===== src/rtl/jk_cmd_seq_pkg.sv =====
// Shared definitions for the JK command sequencer: opcode encoding and
// command-word width helper used by the top level and the command FIFO.
package jk_cmd_seq_pkg;

    // Two-bit command opcode carried alongside the per-bit mask.
    typedef enum logic [1:0] {
        OP_HOLD   = 2'b00,
        OP_CLEAR  = 2'b01,
        OP_SET    = 2'b10,
        OP_TOGGLE = 2'b11
    } jk_op_e;

    localparam int OP_W = 2;

    // Stored command word is {op, mask}.
    function automatic int cmd_w(input int width);
        return width + OP_W;
    endfunction

endpackage


===== src/rtl/jk_cmd_seq_fifo.sv =====
// Synchronous command FIFO: DEPTH entries (power of two) of W bits,
// combinational read of the head entry, registered occupancy count.
import jk_cmd_seq_pkg::*;

module jk_cmd_seq_fifo #(
    parameter int W     = 10,
    parameter int DEPTH = 4
) (
    input  logic                       clk,
    input  logic                       reset,
    input  logic                       push,
    input  logic                       pop,
    input  logic [W-1:0]               wdata,
    output logic [W-1:0]               rdata,
    output logic [$clog2(DEPTH):0]     count,
    output logic                       full,
    output logic                       empty
);

    localparam int PTR_W = $clog2(DEPTH);
    localparam int CNT_W = PTR_W + 1;
    localparam logic [CNT_W-1:0] FULL_CNT = CNT_W'(DEPTH);

    logic [W-1:0]     mem [DEPTH];
    logic [PTR_W-1:0] wr_ptr;
    logic [PTR_W-1:0] rd_ptr;
    logic             push_ok;
    logic             pop_ok;

    assign full    = (count == FULL_CNT);
    assign empty   = (count == '0);
    assign push_ok = push & ~full;
    assign pop_ok  = pop & ~empty;
    assign rdata   = mem[rd_ptr];

    // Storage array; contents need no reset since count gates every read.
    always_ff @(posedge clk) begin
        if (push_ok) mem[wr_ptr] <= wdata;
    end

    // Pointers wrap naturally at DEPTH; count tracks push/pop balance.
    always_ff @(posedge clk or posedge reset) begin
        if (reset) begin
            wr_ptr <= '0;
            rd_ptr <= '0;
            count  <= '0;
        end else begin
            if (push_ok) wr_ptr <= wr_ptr + PTR_W'(1);
            if (pop_ok)  rd_ptr <= rd_ptr + PTR_W'(1);
            case ({push_ok, pop_ok})
                2'b10:   count <= count + CNT_W'(1);
                2'b01:   count <= count - CNT_W'(1);
                default: count <= count;
            endcase
        end
    end

endmodule


===== src/rtl/jk_cmd_seq.sv =====
// JK command sequencer: buffers set/clear/toggle/hold commands and issues
// at most one per clock as registered one-cycle J/K/En pulses.
// Optional shadow of downstream Q enabled by defining JK_CMD_SHADOW_EN;
// otherwise q_shadow is tied to zero.
import jk_cmd_seq_pkg::*;

module jk_cmd_seq #(
    parameter int WIDTH = 8,
    parameter int DEPTH = 4
) (
    input  logic                    clk,
    input  logic                    reset,
    input  logic                    cmd_valid,
    output logic                    cmd_ready,
    input  logic [1:0]              cmd_op,
    input  logic [WIDTH-1:0]        cmd_mask,
    input  logic                    stall,
    output logic [WIDTH-1:0]        j,
    output logic [WIDTH-1:0]        k,
    output logic [WIDTH-1:0]        en,
    output logic [$clog2(DEPTH):0]  count,
    output logic [WIDTH-1:0]        q_shadow
);

    localparam int CW = cmd_w(WIDTH);

    logic [CW-1:0]    wdata;
    logic [CW-1:0]    rdata;
    logic             full;
    logic             empty;
    logic             push;
    logic             pop;
    jk_op_e           head_op;
    logic [WIDTH-1:0] head_mask;
    logic [WIDTH-1:0] j_nxt;
    logic [WIDTH-1:0] k_nxt;
    logic [WIDTH-1:0] en_nxt;

    // Ready comes only from registered occupancy: no pass-through when full.
    assign cmd_ready = ~full;
    assign push      = cmd_valid & ~full;
    assign pop       = ~empty & ~stall;
    assign wdata     = {cmd_op, cmd_mask};
    assign head_op   = jk_op_e'(rdata[CW-1 -: OP_W]);
    assign head_mask = rdata[WIDTH-1:0];

    jk_cmd_seq_fifo #(
        .W     (CW),
        .DEPTH (DEPTH)
    ) u_fifo (
        .clk   (clk),
        .reset (reset),
        .push  (push),
        .pop   (pop),
        .wdata (wdata),
        .rdata (rdata),
        .count (count),
        .full  (full),
        .empty (empty)
    );

    // Decode head entry; no pop (empty/stall) or HOLD yields an all-zero slot.
    always_comb begin
        j_nxt  = '0;
        k_nxt  = '0;
        en_nxt = '0;
        if (pop) begin
            case (head_op)
                OP_SET: begin
                    j_nxt  = head_mask;
                    en_nxt = head_mask;
                end
                OP_CLEAR: begin
                    k_nxt  = head_mask;
                    en_nxt = head_mask;
                end
                OP_TOGGLE: begin
                    j_nxt  = head_mask;
                    k_nxt  = head_mask;
                    en_nxt = head_mask;
                end
                default: ;
            endcase
        end
    end

    // Output registers reload every edge, so en never persists past one cycle.
    always_ff @(posedge clk or posedge reset) begin
        if (reset) begin
            j  <= '0;
            k  <= '0;
            en <= '0;
        end else begin
            j  <= j_nxt;
            k  <= k_nxt;
            en <= en_nxt;
        end
    end

`ifdef JK_CMD_SHADOW_EN
    // Mirror the downstream JK bank: Q+ = J&~Q | ~K&Q on enabled bits.
    always_ff @(posedge clk or posedge reset) begin
        if (reset) q_shadow <= '0;
        else       q_shadow <= (en & ((j & ~q_shadow) | (~k & q_shadow)))
                             | (~en & q_shadow);
    end
`else
    assign q_shadow = '0;
`endif

endmodule


===== config.mk =====
export PLATFORM = sky130hd
export DESIGN_NAME = jk_cmd_seq
export DESIGN_NICKNAME = d
export VERILOG_FILES = /design/src/rtl/jk_cmd_seq_pkg.sv /design/src/rtl/jk_cmd_seq_fifo.sv /design/src/rtl/jk_cmd_seq.sv
export SDC_FILE = /design/constraint.sdc
export NUM_CORES = 1
export LEC_CHECK = 0
export CORE_MARGIN = 2
export CORE_UTILIZATION = 51
export CTS_BUF_LIST = sky130_fd_sc_hd__clkbuf_4 sky130_fd_sc_hd__clkbuf_8 sky130_fd_sc_hd__clkbuf_16
export DETAILED_ROUTE_END_ITERATION = 10
export GPL_ROUTABILITY_DRIVEN = 1
export PLACE_DENSITY = 0.78
export REMOVE_ABC_BUFFERS = 1
export SLEW_MARGIN = 20
export SYNTH_ARGS = -nofsm -noshare
export SYNTH_HDL_FRONTEND = slang
export SYNTH_SLANG_ARGS = --single-unit

===== constraint.sdc =====
create_clock -name clk -period 2.93 [get_ports clk]
set_input_delay 0.293 -clock clk [delete_from_list [all_inputs] [get_ports clk]]
set_output_delay 0.293 -clock clk [all_outputs]
set_load 0.005 [all_outputs]

gate_families.png
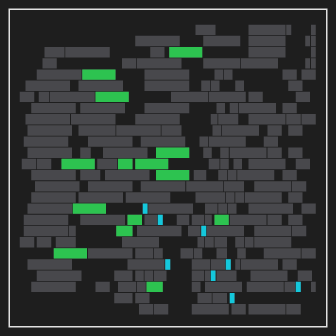
inverters -> cyan  # cells 8
multiplexers -> green  # cells 14

pdn.png
Pins as bars on the die edge.
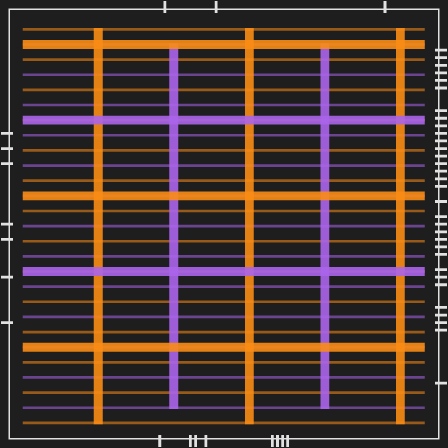
VSS -> orange
VDD -> purple
met5 straps = 5
met1 rails = 27

registers.png
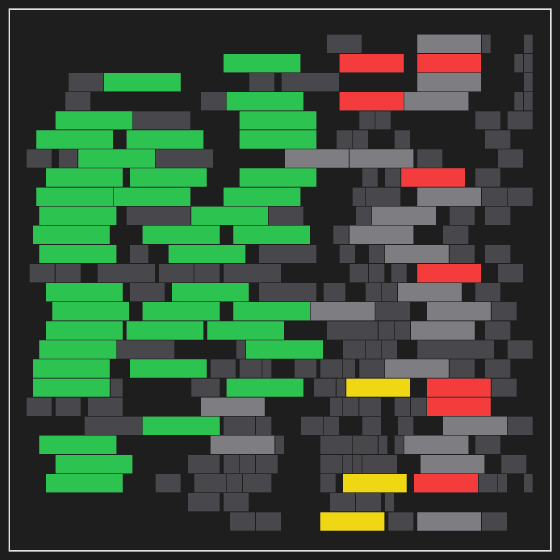
k -> red  # placed flops 8
u_fifo.mem -> green  # placed flops 40
u_fifo.count -> yellow  # placed flops 3
not coloured = 20

==> flow_summary.yaml <==
# synthesis and place-and-route metrics
status:
  status: "finished, final reports clean"
hold_path:
  holdCritPathClass: "primary input to asynchronous set/reset pin"
global_route:
  pin_count_of_the_biggest_net_entering_global_routing: 32
  gr-usage-met2_pct: 28.0
  grt_busiest_layer: "met2"
  grt_util_met3_pct: 5.88
  global_route_wire_length_before_repair_mm: 7.48
  initial_antenna_violation_count: 0
  met1_usage_pct: 20.5
  grt_overflow: 0
  grt_usage_pct: 17.4
  first_global_vias: 1474
logic_synthesis:
  synth_top_area_share_pct: 44.3
  commonest_cells_post_synth: "40 x edfxtp_1, 31 x dfrtp_1, 12 x and3_1"
  enable_flop_cells: 40
  most_common_cell_in_the_synthesized_netlist: "edfxtp_1"
  ys_seq_elements: 71
  synth_top_flop_cell: "edfxtp_1"
  post-synth-top-area-cell: "edfxtp_1"
  biggest_area_cells: "edfxtp_1 44%, dfrtp_1 29%, mux4_2 7.5%, and3_1 2.8%, buf_4 2.5%"
  yosysWarningCount: 0
  ys_chip_area_sq_um: 2710
  async_flop_share_pct: 43.7
  syn-mean-instance-area_sq_um: 17.6
  ys_types: 24
  seq_share_synth_pct: 72.9
  synth_cells: 154
  synth_stat.cells: 154
  post_synth_instance_area_sq_um: 2710
drt:
  dr.first_iter.drc_count: 99
  routed_via_density: 4.92
  routed-wl-met2_mm: 2.38
  detailedRoute.firstPassIterationCount: 4
  route.antenna.remaining_nets: 0
  route.layer.met1.wl_mm: 1.83
  drc: 0
  via_count: 1374
  wl_met3_um: 243
  routed_wl_mm: 4.56
  top_layer_used: "met4"
  post_drt_wl_per_cell_um: 16.3
power_and_ir_drop:
  leakage_uw: 0.00139
  ir_worst_vdd_uv: 521
  pwr_density_cell_nw_per_um2: 1000
  power.total_uw: 3400
sta:
  rsz0062_at_grt: "false"
  slew_worst_pin_ns: 0.577
  timing.final.ws_setup_ns: 0.598
  final_max_slew_viol_count: 0
  final_min_period_over_clock_period_pct: 79.6
  setup_violators_final: 0
  timing.max_slew.rel_slack_pct: 61.5
  skew_ns: 0.00913
  final.setup.tns_ns: 0
  hold_viol: 0
  max_freq_mhz: 429
  finalCriticalPeriod_ns: 2.33
setup_path:
  timing.critical_path.cells: "or3b_1 > and2_4 > inv_1 > ha_1 > inv_1 > fa_1 > xor2_1 > nor2_1 > xor2_1"
  worst_setup_path_startpoint: "u_fifo.count[0]"
  critical_path.endpoint_type: "register"
  cp.arrival_ns: 2.59
  max_stage_delay_ns: 0.45
  slowest_stage: "or3b_1"
  cp_data_required_time_ns: 3.18
  worst_r2r_startpoint: "u_fifo.count[0]"
  worst_r2r_endpoint: "u_fifo.count[2]"
  timing.critical_path.fanout_max: 6
  flop2flop_setup_slack_ns: 0.60
  startpoint_type: "register"
  worst_setup_path_endpoint: "u_fifo.count[2]"
  rr_worst_depth: 9
  path_type_of_the_worst_setup_path: "register to register"
floorplan:
  chip_width_um: 76.9
  boundaryPins: 50
  floorplan.rows: 26
  die-height_um: 76.9
  core_util_floorplan_pct: 53.1
  dieArea_sq_um: 5920
  core_area_sq_um: 5110
place:
  hpwl_mm: 3.25
  post_dp_cell_area_sq_um: 3170
  gp_congestion: 0.690
  port-buffer-count: 41
  minimum_setup_slack_after_placement_ns: 0.622
final_layout:
  final-seq-area_sq_um: 1980
  num_antenna_cells: 0
  final_util_pct: 66.3
  multiInputGateArea_sq_um: 654
  final_layout_size_suffix_gt1_share_pct: 14.8
  design_area_sq_um: 3390
  area_growth_syn_to_layout_pct: 24.9
  count_of_filler_cells_inserted_in_the_layout: 359
  fin_nets: 224
clock_network:
  clock_path_buffers: 2
  clkSinkCount: 71
  worst_setup_hold_path_clk_slew_ns: 0.07
  root_cell_of_the_clock_tree: "clkbuf_8"
  post-cts-setup-buffer-count: 0
  ctsHoldBuffers: 0
  worst_skew_pair.late_latency_ns: 0.34
  tritoncts.num_buffers: 9
  cts_resized: 0
  tritoncts: "done"
  cts_htree_levels: 3
flow_run:
  warnings: 28
  drv_cap: 0
stage by stage:
step | hold WS, ns | std cells
after global placement | 0.486 | 263
after floorplan | 0.392 | 150
after CTS | 0.330 | 279
after global routing | 0.364 | 279
final | 0.329 | 279
after detailed placement | 0.532 | 263
layout make-up:
class | instances | share of cell area [%]
multi-input cells | 71 | 19.3
inverters | 8 | 0.887
flip-flops and latches | 71 | 58.4
clock buffers | 13 | 5.06
well taps | 70 | 2.59
clock inverters | 3 | 1.18
repair buffers | 43 | 12.6
state kept, by name, indices dropped and copies added (netlist names):
register       flops
en                 8
u_fifo.rd_ptr      2
j                  8
u_fifo.count       3
u_fifo.wr_ptr      2
u_fifo.mem        40
k                  8
cells by family (layout without fill, tap and decap cells):
group	count (synthesis)	count (layout)	synth area share, %
xor+xnor	6	6	1.94
simple gates	37	37	8.63
other cells	1	8	0.138
buf+inv	19	67	3.92
mux	14	14	9.41
fa+ha+maj	6	6	3.05
flops	71	71	72.9
placed cells by master (no fill, tap or decap), types with 5 or more instances in the layout:
| master | count |
|---|---|
| edfxtp_1 | 40 |
| dfrtp_1 | 31 |
| conb_1 | 8 |
| ha_1 | 5 |
| clkbuf_8 | 9 |
| and3_1 | 12 |
| inv_1 | 8 |
| nor2b_1 | 8 |
| clkdlybuf4s50_1 | 41 |
| and2_1 | 8 |
| mux4_2 | 9 |
worst max-delay path, delay by kind of cell, from the launching register on:
kind / cells / cell delay, ns
xor gates and xnor gates: 2 / 0.32
adders and majority gates: 2 / 0.56
buffers and inverters: 2 / 0.12
DFF: 1 / 0.43
and+or+nand+nor: 3 / 0.80
where the power goes:
group	internal, uW	leakage (uW)	switching [uW]
clock	471	0.000113	329
sequential	1360	0.000771	137
combinational	618	0.000506	481
total	2450	0.00139	947
No activity file was given, so power comes from the tool's default toggle rates.
